===== config.mk =====
export PLATFORM = sky130hd
export DESIGN_NAME = fb_write_arbiter_flat
export DESIGN_NICKNAME = d
export VERILOG_FILES = /design/src/rtl/fb_write_arbiter_if.sv /design/src/rtl/fb_write_arbiter.sv /design/src/flat_wrapper.sv
export SDC_FILE = /design/constraint.sdc
export NUM_CORES = 1
export LEC_CHECK = 0
export CORE_MARGIN = 10
export CORE_UTILIZATION = 28
export CTS_CLUSTER_SIZE = 25
export DETAILED_ROUTE_END_ITERATION = 8
export PLACE_DENSITY = 0.56
export SKIP_CTS_REPAIR_TIMING = 1
export SYNTH_ARGS = -nofsm -noshare
export SYNTH_HDL_FRONTEND = slang
export SYNTH_SLANG_ARGS = --single-unit

===== constraint.sdc =====
create_clock -name clock -period 6.9 [get_ports clock]
set_input_delay 0.69 -clock clock [delete_from_list [all_inputs] [get_ports clock]]
set_output_delay 0.69 -clock clock [all_outputs]
set_load 0.05 [all_outputs]

===== src/rtl/fb_write_arbiter_if.sv =====
// Bundle of requester-side and framebuffer-side signals around the write arbiter.
// The arbiter takes the slave view; the drawers/framebuffer environment takes the master view.
interface fb_write_arbiter_if #(
  parameter int N_REQ = 4
);
  logic [N_REQ-1:0]    req_i;
  logic [N_REQ*8-1:0]  req_x_i;
  logic [N_REQ*9-1:0]  req_y_i;
  logic [N_REQ*16-1:0] req_color_i;
  logic [N_REQ-1:0]    ack_o;
  logic [7:0]          fb_x_o;
  logic [8:0]          fb_y_o;
  logic [15:0]         fb_color_o;
  logic                fb_req_o;
  logic                fb_ack_i;
  logic                busy_o;

  modport slave (
    input  req_i, req_x_i, req_y_i, req_color_i, fb_ack_i,
    output ack_o, fb_x_o, fb_y_o, fb_color_o, fb_req_o, busy_o
  );

  modport master (
    output req_i, req_x_i, req_y_i, req_color_i, fb_ack_i,
    input  ack_o, fb_x_o, fb_y_o, fb_color_o, fb_req_o, busy_o
  );
endinterface


===== src/rtl/fb_write_arbiter.sv =====
// Round-robin arbiter sharing one framebuffer write port among N_REQ drawing engines.
// One pixel per grant: IDLE -> WAIT_FB (until fb_ack_i) -> ACK (one-cycle ack) -> IDLE.
module fb_write_arbiter #(
  parameter int N_REQ = 4
) (
  input  logic               clock,
  input  logic               reset_n,
  fb_write_arbiter_if.slave  bus
);

  localparam int PTR_W = (N_REQ > 1) ? $clog2(N_REQ) : 1;

  typedef enum logic [1:0] {IDLE, WAIT_FB, ACK} state_t;

  state_t           state;
  logic [PTR_W-1:0] ptr;
  logic [PTR_W-1:0] grant;
  logic [N_REQ-1:0] ack;
  logic             fb_req;
  logic             busy;
  logic [7:0]       fb_x;
  logic [8:0]       fb_y;
  logic [15:0]      fb_color;

  logic             found;
  logic [PTR_W-1:0] pick;
  logic [7:0]       sel_x;
  logic [8:0]       sel_y;
  logic [15:0]      sel_color;

  // First set request at or above ptr, wrapping explicitly since N_REQ may not be a power of 2
  always_comb begin
    found     = 1'b0;
    pick      = ptr;
    sel_x     = '0;
    sel_y     = '0;
    sel_color = '0;
    for (int i = 0; i < N_REQ; i++) begin
      int j;
      j = int'(ptr) + i;
      if (j >= N_REQ) j = j - N_REQ;
      if (!found && bus.req_i[j]) begin
        found     = 1'b1;
        pick      = PTR_W'(j);
        sel_x     = bus.req_x_i[8*j +: 8];
        sel_y     = bus.req_y_i[9*j +: 9];
        sel_color = bus.req_color_i[16*j +: 16];
      end
    end
  end

  always_ff @(posedge clock or negedge reset_n) begin
    if (!reset_n) begin
      state    <= IDLE;
      ptr      <= '0;
      grant    <= '0;
      ack      <= '0;
      fb_req   <= 1'b0;
      busy     <= 1'b0;
      fb_x     <= '0;
      fb_y     <= '0;
      fb_color <= '0;
    end else begin
      ack <= '0;
      case (state)
        IDLE: begin
          if (found) begin
            grant    <= pick;
            fb_x     <= sel_x;
            fb_y     <= sel_y;
            fb_color <= sel_color;
            fb_req   <= 1'b1;
            busy     <= 1'b1;
            state    <= WAIT_FB;
          end
        end
        WAIT_FB: begin
          if (bus.fb_ack_i) begin
            fb_req <= 1'b0;
            ack    <= N_REQ'(1) << grant;
            ptr    <= (grant == PTR_W'(N_REQ - 1)) ? '0 : grant + 1'b1;
            state  <= ACK;
          end
        end
        ACK: begin
          // Requests are deliberately not sampled here so a stale request of the granted engine is not re-served
          busy  <= 1'b0;
          state <= IDLE;
        end
        default: begin
          fb_req <= 1'b0;
          busy   <= 1'b0;
          state  <= IDLE;
        end
      endcase
    end
  end

  assign bus.ack_o      = ack;
  assign bus.fb_req_o   = fb_req;
  assign bus.busy_o     = busy;
  assign bus.fb_x_o     = fb_x;
  assign bus.fb_y_o     = fb_y;
  assign bus.fb_color_o = fb_color;

endmodule


===== src/flat_wrapper.sv =====
// flat-port wrapper written by rule: the top's interface ports become plain ports
module fb_write_arbiter_flat 
#(
  parameter int N_REQ = 4
)
  (clock, reset_n, bus_req_i, bus_req_x_i, bus_req_y_i, bus_req_color_i, bus_fb_ack_i, bus_ack_o, bus_fb_x_o, bus_fb_y_o, bus_fb_color_o, bus_fb_req_o, bus_busy_o);
  fb_write_arbiter_if #(.N_REQ(N_REQ)) bus_i ();
  input  logic clock;
  input  logic reset_n;
  input wire logic [$bits(bus_i.req_i)-1:0] bus_req_i;
  input wire logic [$bits(bus_i.req_x_i)-1:0] bus_req_x_i;
  input wire logic [$bits(bus_i.req_y_i)-1:0] bus_req_y_i;
  input wire logic [$bits(bus_i.req_color_i)-1:0] bus_req_color_i;
  input wire logic [$bits(bus_i.fb_ack_i)-1:0] bus_fb_ack_i;
  output wire logic [$bits(bus_i.ack_o)-1:0] bus_ack_o;
  output wire logic [$bits(bus_i.fb_x_o)-1:0] bus_fb_x_o;
  output wire logic [$bits(bus_i.fb_y_o)-1:0] bus_fb_y_o;
  output wire logic [$bits(bus_i.fb_color_o)-1:0] bus_fb_color_o;
  output wire logic [$bits(bus_i.fb_req_o)-1:0] bus_fb_req_o;
  output wire logic [$bits(bus_i.busy_o)-1:0] bus_busy_o;
  assign bus_i.req_i = bus_req_i;
  assign bus_i.req_x_i = bus_req_x_i;
  assign bus_i.req_y_i = bus_req_y_i;
  assign bus_i.req_color_i = bus_req_color_i;
  assign bus_i.fb_ack_i = bus_fb_ack_i;
  assign bus_ack_o = bus_i.ack_o;
  assign bus_fb_x_o = bus_i.fb_x_o;
  assign bus_fb_y_o = bus_i.fb_y_o;
  assign bus_fb_color_o = bus_i.fb_color_o;
  assign bus_fb_req_o = bus_i.fb_req_o;
  assign bus_busy_o = bus_i.busy_o;
  fb_write_arbiter #(.N_REQ(N_REQ)) u_core (.clock(clock), .reset_n(reset_n), .bus(bus_i));
endmodule

==> flow report, run 1 <==
STATUS
--------------------------------------------------------------------------------------------------------
Status .................................................................................... finished, final reports clean

FINAL TIMING
--------------------------------------------------------------------------------------------------------
RSZ-0062 raised after global routing ......................................................           no
Share of the clock period used by the worst path after layout .............................        70.9%
Minimum clock period ......................................................................      4.89 ns
Tightest slew margin relative to the limit ................................................        14.5%
Fin. max-slew vios ........................................................................            0
Setup total negative slack ................................................................         0 ns
Fin worst setup slack .....................................................................      2.01 ns
Fmax achieved .............................................................................    0.204 GHz

FLOORPLAN
--------------------------------------------------------------------------------------------------------
Number of top-level pins ..................................................................          178
Floorplan Core Area .......................................................................   0.0324 mm²
Die span in y .............................................................................       200 µm
DIE AREA ..................................................................................   0.0402 mm²

LOGIC SYNTHESIS
--------------------------------------------------------------------------------------------------------
Yosys chip area ...........................................................................  0.00912 mm²
Xor/xnor share ............................................................................       0.192%
Syn Inst Count ............................................................................        1,007
Area share of and/or/nand/nor cells after synthesis .......................................        11.7%
Proportion of synthesized flip-flops having asynchronous set or reset .....................         100%
Number of distinct library cells after synthesis ..........................................           60
Largest area contributor in the synthesized netlist ....................................... sky130_fd_sc_hd__mux4_2
Share of the yosys chip area belonging to registers .......................................        12.4%
Top cell type by instance count after synthesis ........................................... sky130_fd_sc_hd__mux4_2
Number of synthesized flops with an enable pin ............................................            0
Primary flip-flop cell chosen by synthesis mapping ........................................ sky130_fd_sc_hd__dfrtp_1
# Cells Yosys .............................................................................        1,007
Dominant cells by area after synthesis .................................................... sky130_fd_sc_hd__mux4_2 (31%), sky130_fd_sc_hd__dfrtp_1 (12%), sky130_fd_sc_hd__mux2i_1 (9.9%), sky130_fd_sc_hd__o21ai_0 (4.9%), sky130_fd_sc_hd__nand2_1 (4.0%)
Commonest cells in the netlist ............................................................ sky130_fd_sc_hd__mux4_2 (127), sky130_fd_sc_hd__nand2_1 (97), sky130_fd_sc_hd__mux2i_1 (90), sky130_fd_sc_hd__o21ai_0 (90), sky130_fd_sc_hd__clkbuf_1 (77)
Top non-seq family ........................................................................ multiplexers
Synthesized flop and latch total ..........................................................           45
MUX area fraction .........................................................................        43.5%
Synth Area per Inst .......................................................................     9.05 µm²

ROUTING
--------------------------------------------------------------------------------------------------------
Top Layer Used ............................................................................         met4
Routed length on met1 .....................................................................    17,000 µm
DRC violation count after routing .........................................................            0
Routed length on met2 .....................................................................    18,200 µm
Iteration-0 DRC Markers ...................................................................        1,175

POWER
--------------------------------------------------------------------------------------------------------
Worst-case vdd ir drop ....................................................................       359 µV
Cell leakage power ........................................................................      3.98 nW
Power per cell area .......................................................................   529 mW/mm²

GRT
--------------------------------------------------------------------------------------------------------
Maximum number of pins on one net before global-route repair ..............................           67
Global routing met1 resource utilization ..................................................        25.9%
Global-route wire length before repair ....................................................    59,700 µm
Vias in the first global route ............................................................        9,062
Initial antenna violation count ...........................................................            2
Total congestion overflow .................................................................            0

WORST SETUP PATH
--------------------------------------------------------------------------------------------------------
Critical-path maximum fanout ..............................................................           34
Slowest stage cell on the critical path ................................................... sky130_fd_sc_hd__dfrtp_4
Longest individual stage delay on the worst path ..........................................      0.69 ns
Setup CP Type ............................................................................. flip-flop to flip-flop
Worst path required time ..................................................................      7.12 ns
Dominant delay contributor by cell family on the critical path ............................ simple AND/OR/NAND/NOR gates

PLACEMENT
--------------------------------------------------------------------------------------------------------
Final RePlAce weighted congestion .........................................................        0.956
Placed cell area ..........................................................................   0.0111 mm²
Placed Cells incl. Taps ...................................................................        1,519
Post-Place Worst Slack ....................................................................      1.98 ns

LAYOUT
--------------------------------------------------------------------------------------------------------
Final standard cell area without fillers ..................................................   0.0112 mm²
Layout area overhead ......................................................................        23.4%
Fill cells ................................................................................        3,356
Nets@finish ...............................................................................        1,238

CLOCKING
--------------------------------------------------------------------------------------------------------
Post-CTS clock slew at the launch and capture registers of the worst setup and hold paths .      0.08 ns
Clock root buffer master .................................................................. sky130_fd_sc_hd__clkbuf_16
Buffer depth of the longest clock path ....................................................            2
Count of H-tree levels built during CTS ...................................................            2
CTS tree ..................................................................................          yes

WORST HOLD PATH
--------------------------------------------------------------------------------------------------------
Worst hold path type ...................................................................... flip-flop to flip-flop

JOB
--------------------------------------------------------------------------------------------------------
Max-capacitance violation count ...........................................................            0

run 1: worst paths after layout:
kind,start,to,cells after the start
max reg2reg,u_core.ptr[0]$_DFFE_PN0P_,u_core.bus.fb_y_o[3]$_DFFE_PN0P_,11
max in group asynchronous,reset_n,u_core.ptr[0]$_DFFE_PN0P_,2
min reg2reg,u_core.bus.fb_color_o[10]$_DFFE_PN0P_,u_core.bus.fb_color_o[10]$_DFFE_PN0P_,2
min in group asynchronous,reset_n,u_core.bus.fb_color_o[13]$_DFFE_PN0P_,2
max,u_core.ptr[0]$_DFFE_PN0P_,u_core.bus.fb_y_o[3]$_DFFE_PN0P_,11
min,u_core.bus.fb_color_o[10]$_DFFE_PN0P_,u_core.bus.fb_color_o[10]$_DFFE_PN0P_,2
run 1: final cells by class:
type                            instances  area [µm²]  share of cell area [%]
Multi-Input combinational cell        816        7400                    65.8
Antenna cell                            2        5.00                  0.0445
Clock buffer                            5         125                    1.11
Sequential cell                        45        1130                    10.1
Timing Repair Buffer                  197        1930                    17.2
Inverter                               19        71.3                   0.634
Clock inverter                          3        28.8                   0.256
Tap cell                              442         553                    4.92
run 1: flip-flops by register name (all words and copies together), names as in the netlist:
name / flops
u_core.bus.fb_x_o: 8
u_core.bus.fb_color_o: 16
u_core.bus.fb_y_o: 9
u_core.bus.busy_o: 1
u_core.ptr: 2
u_core.bus.fb_req_o: 1
u_core.state: 2
u_core.grant: 2
u_core.bus.ack_o: 4
run 1: power breakdown:
part	switching, mW	total [mW]	internal, mW
clock	0.136	0.276	0.140
combinational	2.99	5.15	2.16
sequential	0.140	0.528	0.388
run_1/final_congestion.png
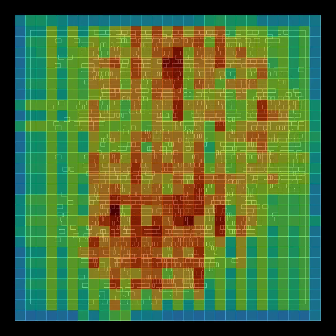
final core utilization: 34.7%
global routing usage on met3: 3.91%
peak-usage layer in the global routing report: met2
GRT Util Overall: 18.8%
met2 track demand over resource: 28.5%

run_1/metal_stack.png
Two of the layers only.
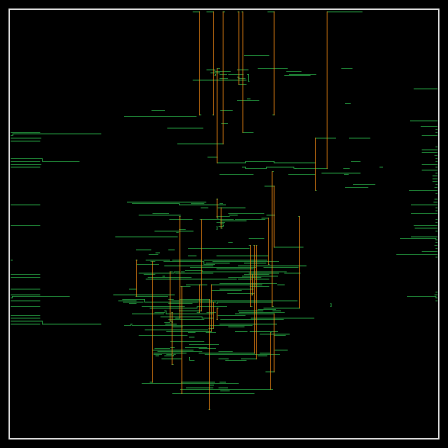
| layer | colour | wire length |
|---|---|---|
| met3 | green | 3,240 µm |
| met4 | orange | 1,180 µm |
Final Routed Wirelength: 39,600 µm
wire per inst: 25.9 µm
vias after detailed routing: 9,439

run_1/registers.png
Scale bar: 50 µm.
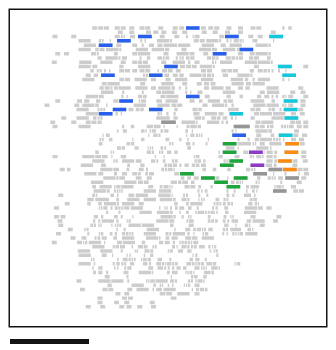
| name in the netlist | colour | flops |
|---|---|---|
| u_core.bus.fb_x_o | cyan | 8 |
| u_core.grant | purple | 2 |
| u_core.bus.ack_o | orange | 4 |
| u_core.bus.fb_y_o | green | 9 |
| u_core.bus.fb_color_o | blue | 16 |
not coloured: 6
power attributed to sequential cells: 0.528 mW
area taken by flip-flops and latches: 0.00113 mm²
share of the final layout cell area in sequential cells: 10.1%

run_1/gate_families.png
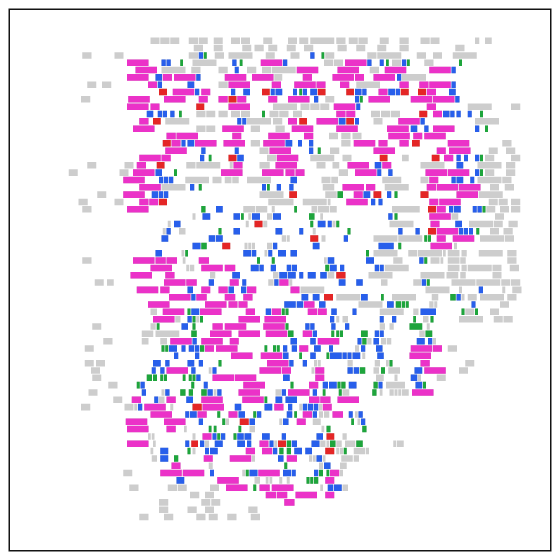

==> run 2, diff against run 1 <==
--- a/config.mk
+++ b/config.mk
@@ -9,7 +9,7 @@
 export CORE_UTILIZATION = 28
 export CTS_CLUSTER_SIZE = 25
 export DETAILED_ROUTE_END_ITERATION = 8
-export PLACE_DENSITY = 0.56
+export PLACE_DENSITY = 0.58
 export SKIP_CTS_REPAIR_TIMING = 1
 export SYNTH_ARGS = -nofsm -noshare
 export SYNTH_HDL_FRONTEND = slang
==> constraint.sdc (replaced) <==
create_clock -name clock -period 4.5 [get_ports clock]
set_input_delay 0.45 -clock clock [delete_from_list [all_inputs] [get_ports clock]]
set_output_delay 0.45 -clock clock [all_outputs]
set_load 0.05 [all_outputs]
run_2/gate_families.png
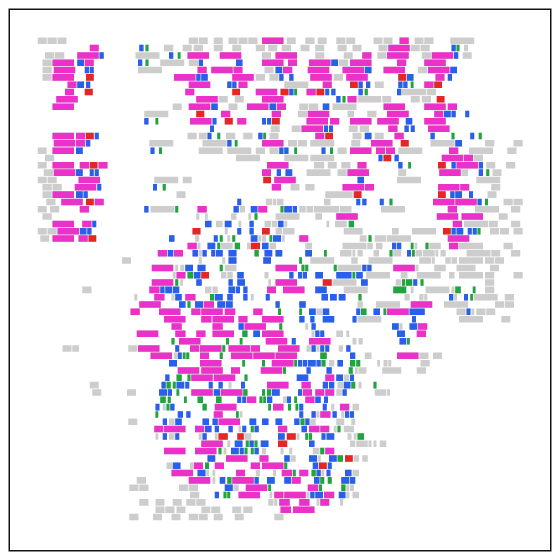
| family | colour | cells |
|---|---|---|
| multiplexers | magenta | 235 |
| AND-OR and OR-AND gates | red | 35 |
| inverting AOI/OAI gates | blue | 290 |
| NAND gates | green | 131 |
combinational share of cell area: 65.3%
top logic cell by instance count in the layout: sky130_fd_sc_hd__clkdlybuf4s50_1
filler-free cell count of the finished design: 1,540

run_2/registers.png
Scale bar: 50 µm.
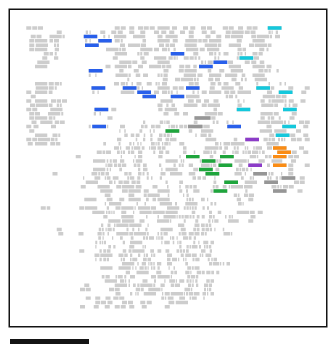
| name in the netlist | colour | flops |
|---|---|---|
| u_core.bus.ack_o | orange | 4 |
| u_core.bus.fb_color_o | blue | 16 |
| u_core.bus.fb_x_o | cyan | 8 |
| u_core.bus.fb_y_o | green | 9 |
| u_core.grant | purple | 2 |
not coloured: 6
final core utilization: 35.0%
share of the final layout cell area in sequential cells: 9.98%
power attributed to sequential cells: 0.733 mW

run_2/metal_stack.png
Two of the layers only.
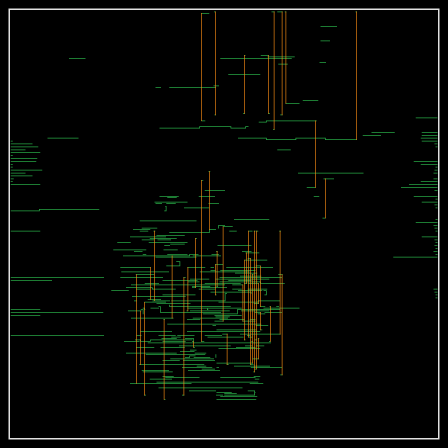
| layer | colour | wire length |
|---|---|---|
| met3 | green | 3,110 µm |
| met4 | orange | 1,430 µm |
vias after detailed routing: 9,471
wire per inst: 25.2 µm
GRT Util Overall: 18.4%
Final Routed Wirelength: 38,700 µm

==> flow report, run 2 <==
STATUS
--------------------------------------------------------------------------------------------------------
Status .................................................................................... finished, final reports clean   unchanged

POWER
--------------------------------------------------------------------------------------------------------
Total design power ........................................................................      9.16 mW   was 5.95 mW
Worst-case vdd ir drop ....................................................................       495 µV   was 359 µV
Cell leakage power ........................................................................      4.03 nW   was 3.98 nW
Power per cell area .......................................................................   808 mW/mm²   was 529 mW/mm²

WORST SETUP PATH
--------------------------------------------------------------------------------------------------------
Worst R2R End ............................................................................. u_core.bus.fb_y_o[0]$_DFFE_PN0P_   was u_core.bus.fb_y_o[3]$_DFFE_PN0P_
Data arrival time of the critical path ....................................................      3.97 ns   was 5.11 ns
Crit. End Element .........................................................................    flip-flop   unchanged
Startpoint Class ..........................................................................    flip-flop   unchanged
Worst reg-to-reg path cell count ..........................................................            9   was 11
Startpoint of the most critical setup path ................................................ u_core.ptr[0]$_DFFE_PN0P_   unchanged
Critical-path maximum fanout ..............................................................           86   was 34
Startpoint of the lowest-slack register-to-register path .................................. u_core.ptr[0]$_DFFE_PN0P_   unchanged
Critical path endpoint .................................................................... u_core.bus.fb_y_o[0]$_DFFE_PN0P_   was u_core.bus.fb_y_o[3]$_DFFE_PN0P_
Worst path required time ..................................................................      4.73 ns   was 7.12 ns
Register-to-register path setup slack .....................................................      0.76 ns   was 2.01 ns
Setup CP Type ............................................................................. flip-flop to flip-flop   unchanged

PLACEMENT
--------------------------------------------------------------------------------------------------------
Placed Cells incl. Taps ...................................................................        1,529   was 1,519
Detailed placer's ending HPWL .............................................................    27,600 µm   was 27,900 µm
Placed cell area ..........................................................................   0.0112 mm²   was 0.0111 mm²
Final RePlAce weighted congestion .........................................................        0.965   was 0.956
Count of input and output buffers .........................................................          177   unchanged
Post-Place Worst Slack ....................................................................     0.926 ns   was 1.98 ns

GRT
--------------------------------------------------------------------------------------------------------
Vias in the first global route ............................................................        9,407   was 9,062
Initial antenna violation count ...........................................................            3   was 2
Total congestion overflow .................................................................            0   unchanged
Global-route wire length before repair ....................................................    59,100 µm   was 59,700 µm
Maximum number of pins on one net before global-route repair ..............................           87   was 67

LAYOUT
--------------------------------------------------------------------------------------------------------
Max reg flops .............................................................................           16   unchanged
Layout area overhead ......................................................................        24.3%   was 23.4%
Fraction of layout cells with a size suffix above 1 .......................................        18.1%   was 17.3%
Nets@finish ...............................................................................        1,248   was 1,238
Top Layout Cells .......................................................................... sky130_fd_sc_hd__clkdlybuf4s50_1 (176), sky130_fd_sc_hd__mux4_2 (127), sky130_fd_sc_hd__nand2_1 (97)   unchanged
Final standard cell area without fillers ..................................................   0.0113 mm²   was 0.0112 mm²

CLOCKING
--------------------------------------------------------------------------------------------------------
CTS tree ..................................................................................          yes   unchanged
Number of clock sinks .....................................................................           45   unchanged
Insertion delay at the late pin of the worst-skew pair ....................................      0.30 ns   was 0.31 ns
Total CTS buffers .........................................................................            5   unchanged
Post-CTS clock slew at the launch and capture registers of the worst setup and hold paths .      0.08 ns   about the same
Clock root buffer master .................................................................. sky130_fd_sc_hd__clkbuf_16   unchanged
Count of H-tree levels built during CTS ...................................................            2   unchanged
Buffer depth of the longest clock path ....................................................            2   unchanged

LOGIC SYNTHESIS
--------------------------------------------------------------------------------------------------------
AND-OR/OR-AND share of the synthesized area ...............................................        23.2%   unchanged
Syn Inst Count ............................................................................        1,007   unchanged
Top cell type by instance count after synthesis ........................................... sky130_fd_sc_hd__mux4_2   unchanged
Top non-seq family ........................................................................ multiplexers   unchanged
# Cells Yosys .............................................................................        1,007   unchanged
Synthesized flop and latch total ..........................................................           45   unchanged
Primary flip-flop cell chosen by synthesis mapping ........................................ sky130_fd_sc_hd__dfrtp_1   unchanged
Area share of and/or/nand/nor cells after synthesis .......................................        11.7%   unchanged
MUX area fraction .........................................................................        43.5%   unchanged
Yosys chip area ...........................................................................  0.00912 mm²   unchanged
Commonest cells in the netlist ............................................................ sky130_fd_sc_hd__mux4_2 (127), sky130_fd_sc_hd__nand2_1 (97), sky130_fd_sc_hd__mux2i_1 (90), sky130_fd_sc_hd__o21ai_0 (90), sky130_fd_sc_hd__clkbuf_1 (77)   unchanged
Max-area cell share .......................................................................        31.4%   unchanged
Adders+Majority by Area ...................................................................        2.14%   unchanged
Proportion of synthesized flip-flops having asynchronous set or reset .....................         100%   unchanged
Synth Area per Inst .......................................................................     9.05 µm²   unchanged
Xor/xnor share ............................................................................       0.192%   unchanged
Yosys warns ...............................................................................            0   unchanged
Largest area contributor in the synthesized netlist ....................................... sky130_fd_sc_hd__mux4_2   unchanged
Number of distinct library cells after synthesis ..........................................           60   unchanged
Share of the yosys chip area belonging to registers .......................................        12.4%   unchanged
Cell area after synthesis .................................................................  0.00912 mm²   unchanged
Number of synthesized flops with an enable pin ............................................            0   unchanged
Dominant cells by area after synthesis .................................................... sky130_fd_sc_hd__mux4_2 (31%), sky130_fd_sc_hd__dfrtp_1 (12%), sky130_fd_sc_hd__mux2i_1 (9.9%), sky130_fd_sc_hd__o21ai_0 (4.9%), sky130_fd_sc_hd__nand2_1 (4.0%)   unchanged

FINAL TIMING
--------------------------------------------------------------------------------------------------------
Fin. max-slew vios ........................................................................            0   unchanged
Post-route clock skew .....................................................................    0.0125 ns   was 0.00714 ns
Min Hold Slack ............................................................................     0.123 ns   was 0.480 ns
Pin slew with the least headroom to its limit .............................................     0.981 ns   was 1.28 ns
Fin worst setup slack .....................................................................     0.755 ns   was 2.01 ns
Minimum clock period ......................................................................      3.74 ns   was 4.89 ns
RSZ-0062 raised after global routing ......................................................           no   unchanged
Setup total negative slack ................................................................         0 ns   unchanged
Share of the clock period used by the worst path after layout .............................        83.2%   was 70.9%
Fmax achieved .............................................................................    0.267 GHz   was 0.204 GHz
Number of hold violations in the final report .............................................            0   unchanged
Tightest slew margin relative to the limit ................................................        34.6%   was 14.5%
Finish-stage setup viols ..................................................................            0   unchanged

JOB
--------------------------------------------------------------------------------------------------------
Max-capacitance violation count ...........................................................            0   unchanged
Tool warnings .............................................................................           34   unchanged

FLOORPLAN
--------------------------------------------------------------------------------------------------------
# rows ....................................................................................           66   unchanged
Number of top-level pins ..................................................................          178   unchanged
Die span in y .............................................................................       200 µm   unchanged
Width of the die ..........................................................................       200 µm   unchanged
DIE AREA ..................................................................................   0.0402 mm²   unchanged
Core Util at FP ...........................................................................        28.2%   unchanged
Floorplan Core Area .......................................................................   0.0324 mm²   unchanged

ROUTING
--------------------------------------------------------------------------------------------------------
Detailed-route vias per instance ..........................................................         6.15   was 6.17
1st-pass router iterations ................................................................            6   was 5
Iteration-0 DRC Markers ...................................................................        1,170   was 1,175
Remaining antenna violation count .........................................................            0   unchanged
DRC violation count after routing .........................................................            0   unchanged

WORST HOLD PATH
--------------------------------------------------------------------------------------------------------
Worst hold path type ...................................................................... primary input to async pin   was flip-flop to flip-flop

==> run 2: cell counts after synthesis <==
Identical to the previous run, type by type.
==> run 2: final cells by class <==
type,count,area [µm²]
inverter,19,71.3
sequential,45,1130
clock inverter,3,28.8
tap,442,553
antenna,3,7.51
multi-input combinational,816,7400
clock buffer,5,125
timing repair buffer,207,2020
fill,3310,21000
==> run 2: logic make-up (layout without fill, tap and decap cells) <==
group	count (synthesis)	in the layout
AND-OR/OR-AND	325	325
AND/OR/NAND/NOR	237	237
multiplexers	235	235
buffers and inverters	147	234
flip-flops	45	45
adder cells (fa/ha/maj)	15	15
XOR/XNOR	2	2
other	1	5
==> run 2: metal layers <==
metal / wire length (µm) / global-route usage [%]
met1: 15900 / 24.0
met2: 18300 / 29.6
met3: 3110 / 3.21
met4: 1430 / 7.22
met5: 0 / 0
==> run 2: power breakdown <==
part / internal [mW] / leakage (nW) / switching, mW
clock network: 0.215 / 0.0767 / 0.192
logic: 3.37 / 3.39 / 4.65
registers: 0.596 / 0.564 / 0.137
==> run 2: worst max-delay path: stages (launching register included) <==
cell,delay [ns]
sky130_fd_sc_hd__dfrtp_4,0.46
sky130_fd_sc_hd__buf_12,0.39
sky130_fd_sc_hd__buf_4,0.86
sky130_fd_sc_hd__mux4_2,0.36
sky130_fd_sc_hd__nor2_1,0.05
sky130_fd_sc_hd__a311oi_1,0.52
sky130_fd_sc_hd__nand3_1,0.14
sky130_fd_sc_hd__a31oi_1,0.37
sky130_fd_sc_hd__a2111oi_0,0.15
sky130_fd_sc_hd__o21ai_0,0.18
run_2/met4.png
Scale bar: 50 µm.
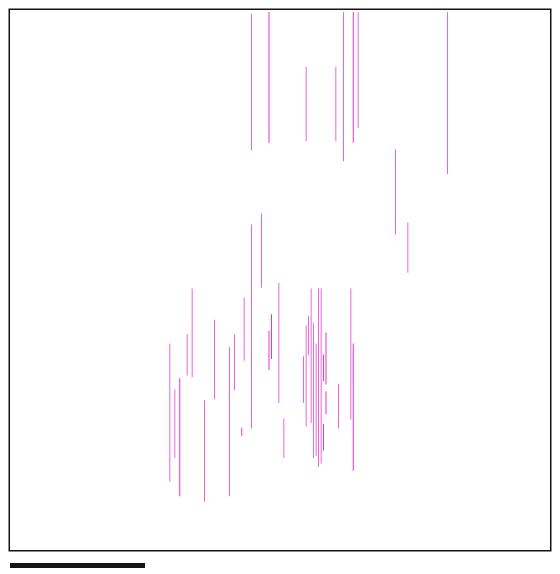

==> run 3, diff against run 2 <==
==> constraint.sdc (replaced) <==
create_clock -name clock -period 3.2 [get_ports clock]
set_input_delay 0.32 -clock clock [delete_from_list [all_inputs] [get_ports clock]]
set_output_delay 0.32 -clock clock [all_outputs]
set_load 0.05 [all_outputs]
run_3/met4.png
Scale bar: 50 µm.
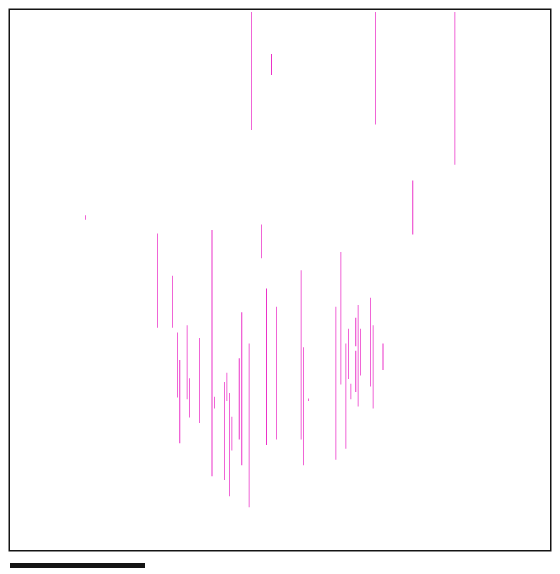
wire length on this layer: 1,240 µm
longest straight run: 91.1 µm
main direction: vertical
nets with wire on the layer: 36
share of all routed wire: 3.0%
Final Routed Wirelength: 41,000 µm
vias after detailed routing: 9,884

run_3/metal_stack.png
Two of the layers only.
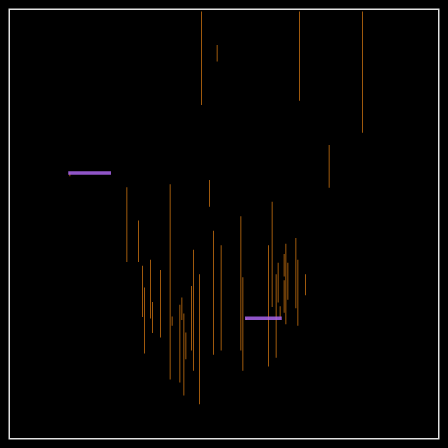
| layer | colour | wire length |
|---|---|---|
| met5 | purple | 34.0 µm |
| met4 | orange | 1,240 µm |
wire per inst: 25.2 µm
GRT Util Overall: 19.4%

run_3/final_congestion.png
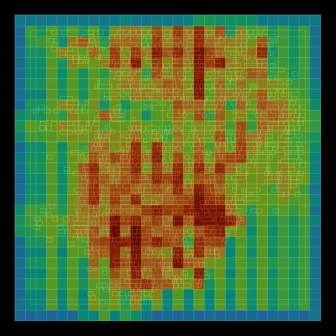
global routing usage on met3: 4.21%
met2 track demand over resource: 30.1%
final core utilization: 37.7%
global routing met1 resource utilization: 26.2%

==> flow report, run 3 <==
FINAL TIMING
--------------------------------------------------------------------------------------------------------
Fin. max-slew vios ........................................................................            0   unchanged
Fmax achieved .............................................................................    0.328 GHz   was 0.267 GHz
Pin slew with the least headroom to its limit .............................................     0.784 ns   was 0.981 ns
Min Hold Slack ............................................................................    0.0462 ns   was 0.123 ns
Minimum clock period ......................................................................      3.05 ns   was 3.74 ns
Fin worst setup slack .....................................................................     0.152 ns   was 0.755 ns
Share of the clock period used by the worst path after layout .............................        95.2%   was 83.2%
Tightest slew margin relative to the limit ................................................        47.8%   was 34.6%
Number of hold violations in the final report .............................................            0   unchanged
Post-route clock skew .....................................................................    0.0131 ns   was 0.0125 ns

STATUS
--------------------------------------------------------------------------------------------------------
Status .................................................................................... finished, final reports clean   unchanged

LOGIC SYNTHESIS
--------------------------------------------------------------------------------------------------------
Cell area after synthesis .................................................................  0.00912 mm²   unchanged
Max-area cell share .......................................................................        31.4%   unchanged
Primary flip-flop cell chosen by synthesis mapping ........................................ sky130_fd_sc_hd__dfrtp_1   unchanged
Yosys chip area ...........................................................................  0.00912 mm²   unchanged
Top cell type by instance count after synthesis ........................................... sky130_fd_sc_hd__mux4_2   unchanged
Syn Inst Count ............................................................................        1,007   unchanged
Synthesized flop and latch total ..........................................................           45   unchanged
Top non-seq family ........................................................................ multiplexers   unchanged
Synth Area per Inst .......................................................................     9.05 µm²   unchanged
Proportion of synthesized flip-flops having asynchronous set or reset .....................         100%   unchanged
Largest area contributor in the synthesized netlist ....................................... sky130_fd_sc_hd__mux4_2   unchanged
MUX area fraction .........................................................................        43.5%   unchanged
Xor/xnor share ............................................................................       0.192%   unchanged
Yosys warns ...............................................................................            0   unchanged
Number of synthesized flops with an enable pin ............................................            0   unchanged
Adders+Majority by Area ...................................................................        2.14%   unchanged
Area share of and/or/nand/nor cells after synthesis .......................................        11.7%   unchanged

CLOCKING
--------------------------------------------------------------------------------------------------------
Count of H-tree levels built during CTS ...................................................            2   unchanged
CTS tree ..................................................................................          yes   unchanged
Insertion delay at the late pin of the worst-skew pair ....................................      0.30 ns   about the same
Number of clock sinks .....................................................................           45   unchanged
Post-CTS clock slew at the launch and capture registers of the worst setup and hold paths .      0.08 ns   about the same
Total CTS buffers .........................................................................            5   unchanged
Buffer depth of the longest clock path ....................................................            2   unchanged

LAYOUT
--------------------------------------------------------------------------------------------------------
Top cell category .........................................................................  logic gates   unchanged
Combinational share of cell area ..........................................................        61.1%   was 65.3%
Count of clock buffers in the final design ................................................            5   unchanged
Fraction of layout cells with a size suffix above 1 .......................................        25.4%   was 18.1%
Top logic cell by instance count in the layout ............................................ sky130_fd_sc_hd__clkdlybuf4s50_1   unchanged
Data buffer area share ....................................................................        23.2%   was 17.8%
Share of the final layout cell area in sequential cells ...................................        9.27%   was 9.98%
Invs w/o clock ............................................................................           19   unchanged
Antenna Cells .............................................................................            1   was 3
Filler-free cell count of the finished design .............................................        1,630   was 1,540
Area taken by flip-flops and latches ......................................................  0.00113 mm²   unchanged
Top Layout Cells .......................................................................... sky130_fd_sc_hd__clkdlybuf4s50_1 (176), sky130_fd_sc_hd__mux4_2 (127), sky130_fd_sc_hd__buf_4 (110)   was sky130_fd_sc_hd__clkdlybuf4s50_1 (176), sky130_fd_sc_hd__mux4_2 (127), sky130_fd_sc_hd__nand2_1 (97)
Area occupied by multi-input gates ........................................................  0.00745 mm²   was 0.00740 mm²
Layout area overhead ......................................................................        33.8%   was 24.3%
Combinational gate count ..................................................................          816   unchanged

FLOORPLAN
--------------------------------------------------------------------------------------------------------
Number of top-level pins ..................................................................          178   unchanged
Die span in y .............................................................................       200 µm   unchanged
Number of tapcells ........................................................................          442   unchanged
Floorplan Core Area .......................................................................   0.0324 mm²   unchanged
Core Util at FP ...........................................................................        28.2%   unchanged
# rows ....................................................................................           66   unchanged

ROUTING
--------------------------------------------------------------------------------------------------------
Iteration-0 DRC Markers ...................................................................        1,044   was 1,170
Routed length on met2 .....................................................................    18,800 µm   was 18,300 µm
Top Layer Used ............................................................................         met5   was met4
Amount of wire on met3 after detailed routing .............................................      4000 µm   was 3110 µm
Remaining antenna violation count .........................................................            0   unchanged
Detailed-route vias per instance ..........................................................         6.06   was 6.15
Routed length on met1 .....................................................................    17,000 µm   was 15,900 µm
1st-pass router iterations ................................................................            6   unchanged

WORST SETUP PATH
--------------------------------------------------------------------------------------------------------
Crit. End Element .........................................................................    flip-flop   unchanged
Startpoint Class ..........................................................................    flip-flop   unchanged
Startpoint of the lowest-slack register-to-register path .................................. u_core.ptr[1]$_DFFE_PN0P_   was u_core.ptr[0]$_DFFE_PN0P_
Worst path required time ..................................................................      3.42 ns   was 4.73 ns
Worst reg-to-reg path cell count ..........................................................           11   was 9
Worst R2R End ............................................................................. u_core.bus.fb_y_o[4]$_DFFE_PN0P_   was u_core.bus.fb_y_o[0]$_DFFE_PN0P_
Critical path endpoint .................................................................... u_core.bus.fb_y_o[4]$_DFFE_PN0P_   was u_core.bus.fb_y_o[0]$_DFFE_PN0P_
Startpoint of the most critical setup path ................................................ u_core.ptr[1]$_DFFE_PN0P_   was u_core.ptr[0]$_DFFE_PN0P_
Register-to-register path setup slack .....................................................      0.15 ns   was 0.76 ns
Data arrival time of the critical path ....................................................      3.27 ns   was 3.97 ns
Critical-path maximum fanout ..............................................................           36   was 86

POWER
--------------------------------------------------------------------------------------------------------
Cell leakage power ........................................................................      4.52 nW   was 4.03 nW
Fraction of power consumed by combinational cells .........................................        88.5%   was 87.6%
Power Combinational .......................................................................      12.6 mW   was 8.02 mW
Switching Fraction ........................................................................        52.3%   was 54.3%
Sw Pwr ....................................................................................      7.41 mW   was 4.98 mW
Worst-case vdd ir drop ....................................................................       723 µV   was 495 µV
Sequential cell fraction of total power ...................................................         7.4%   was 8.0%
Total design power ........................................................................      14.2 mW   was 9.16 mW
Power per cell area .......................................................................  1160 mW/mm²   was 808 mW/mm²
Internal ..................................................................................      6.77 mW   was 4.18 mW
Clock share of power ......................................................................         4.1%   was 4.4%
Group with the largest share of power ..................................................... combinational cells   unchanged

GRT
--------------------------------------------------------------------------------------------------------
Total congestion overflow .................................................................            0   unchanged
Global-route wire length before repair ....................................................    62,300 µm   was 59,100 µm
Maximum number of pins on one net before global-route repair ..............................          133   was 87
Peak-usage layer in the global routing report .............................................         met2   unchanged
Initial antenna violation count ...........................................................            3   unchanged
Vias in the first global route ............................................................        9,774   was 9,407

PLACEMENT
--------------------------------------------------------------------------------------------------------
Placed Cells incl. Taps ...................................................................        1,614   was 1,529
Post-Place Worst Slack ....................................................................   -0.0425 ns   was 0.926 ns
Final RePlAce weighted congestion .........................................................        0.990   was 0.965
Detailed placer's ending HPWL .............................................................    30,300 µm   was 27,600 µm

JOB
--------------------------------------------------------------------------------------------------------
Tool warnings .............................................................................           39   was 34
Max-capacitance violation count ...........................................................            0   unchanged

WORST HOLD PATH
--------------------------------------------------------------------------------------------------------
Worst hold path type ...................................................................... primary input to async pin   unchanged

==> run 3: cell counts after synthesis <==
No cell type changed its count.
==> run 3: worst min path at each step <==
stage             from  slack, ns  depth (start not counted)                          endpoint
2_1_floorplan  reset_n       0.02                          0     u_core.bus.ack_o[0]$_DFF_PN0_
3_3_place_gp   reset_n       0.39                          1  u_core.bus.fb_x_o[1]$_DFFE_PN0P_
3_5_place_dp   reset_n       0.40                          1  u_core.bus.fb_x_o[1]$_DFFE_PN0P_
4_1_cts        reset_n       0.08                          1         u_core.ptr[1]$_DFFE_PN0P_
5_1_grt        reset_n       0.09                          1  u_core.bus.fb_x_o[1]$_DFFE_PN0P_
6_report       reset_n       0.05                          1  u_core.bus.fb_x_o[1]$_DFFE_PN0P_
==> run 3: worst max-delay path: stages, from the launching register on <==
cell and delay (ns):
sky130_fd_sc_hd__dfrtp_2 0.43, sky130_fd_sc_hd__clkinvlp_4 0.15, sky130_fd_sc_hd__buf_12 0.22, sky130_fd_sc_hd__nand2_1 0.10, sky130_fd_sc_hd__inv_1 0.06, sky130_fd_sc_hd__ha_1 0.39, sky130_fd_sc_hd__buf_12 0.20, sky130_fd_sc_hd__mux4_2 0.33
sky130_fd_sc_hd__mux2i_1 0.08, sky130_fd_sc_hd__o311ai_0 0.56, sky130_fd_sc_hd__o211ai_1 0.26, sky130_fd_sc_hd__o211ai_1 0.17
==> run 3: through the flow <==
step | TNS, ns | instance area, µm² | util [%]
2_1_floorplan | -0.926 | 9260 | -
3_3_place_gp | -0.0919 | 12000 | 36.9
3_5_place_dp | -0.0425 | 12000 | 36.9
4_1_cts | -0.0757 | 12100 | 37.4
5_1_grt | -0.00607 | 12200 | 37.7
6_report | 0 | 12200 | 37.7
Power and IR drop assume default switching activity.
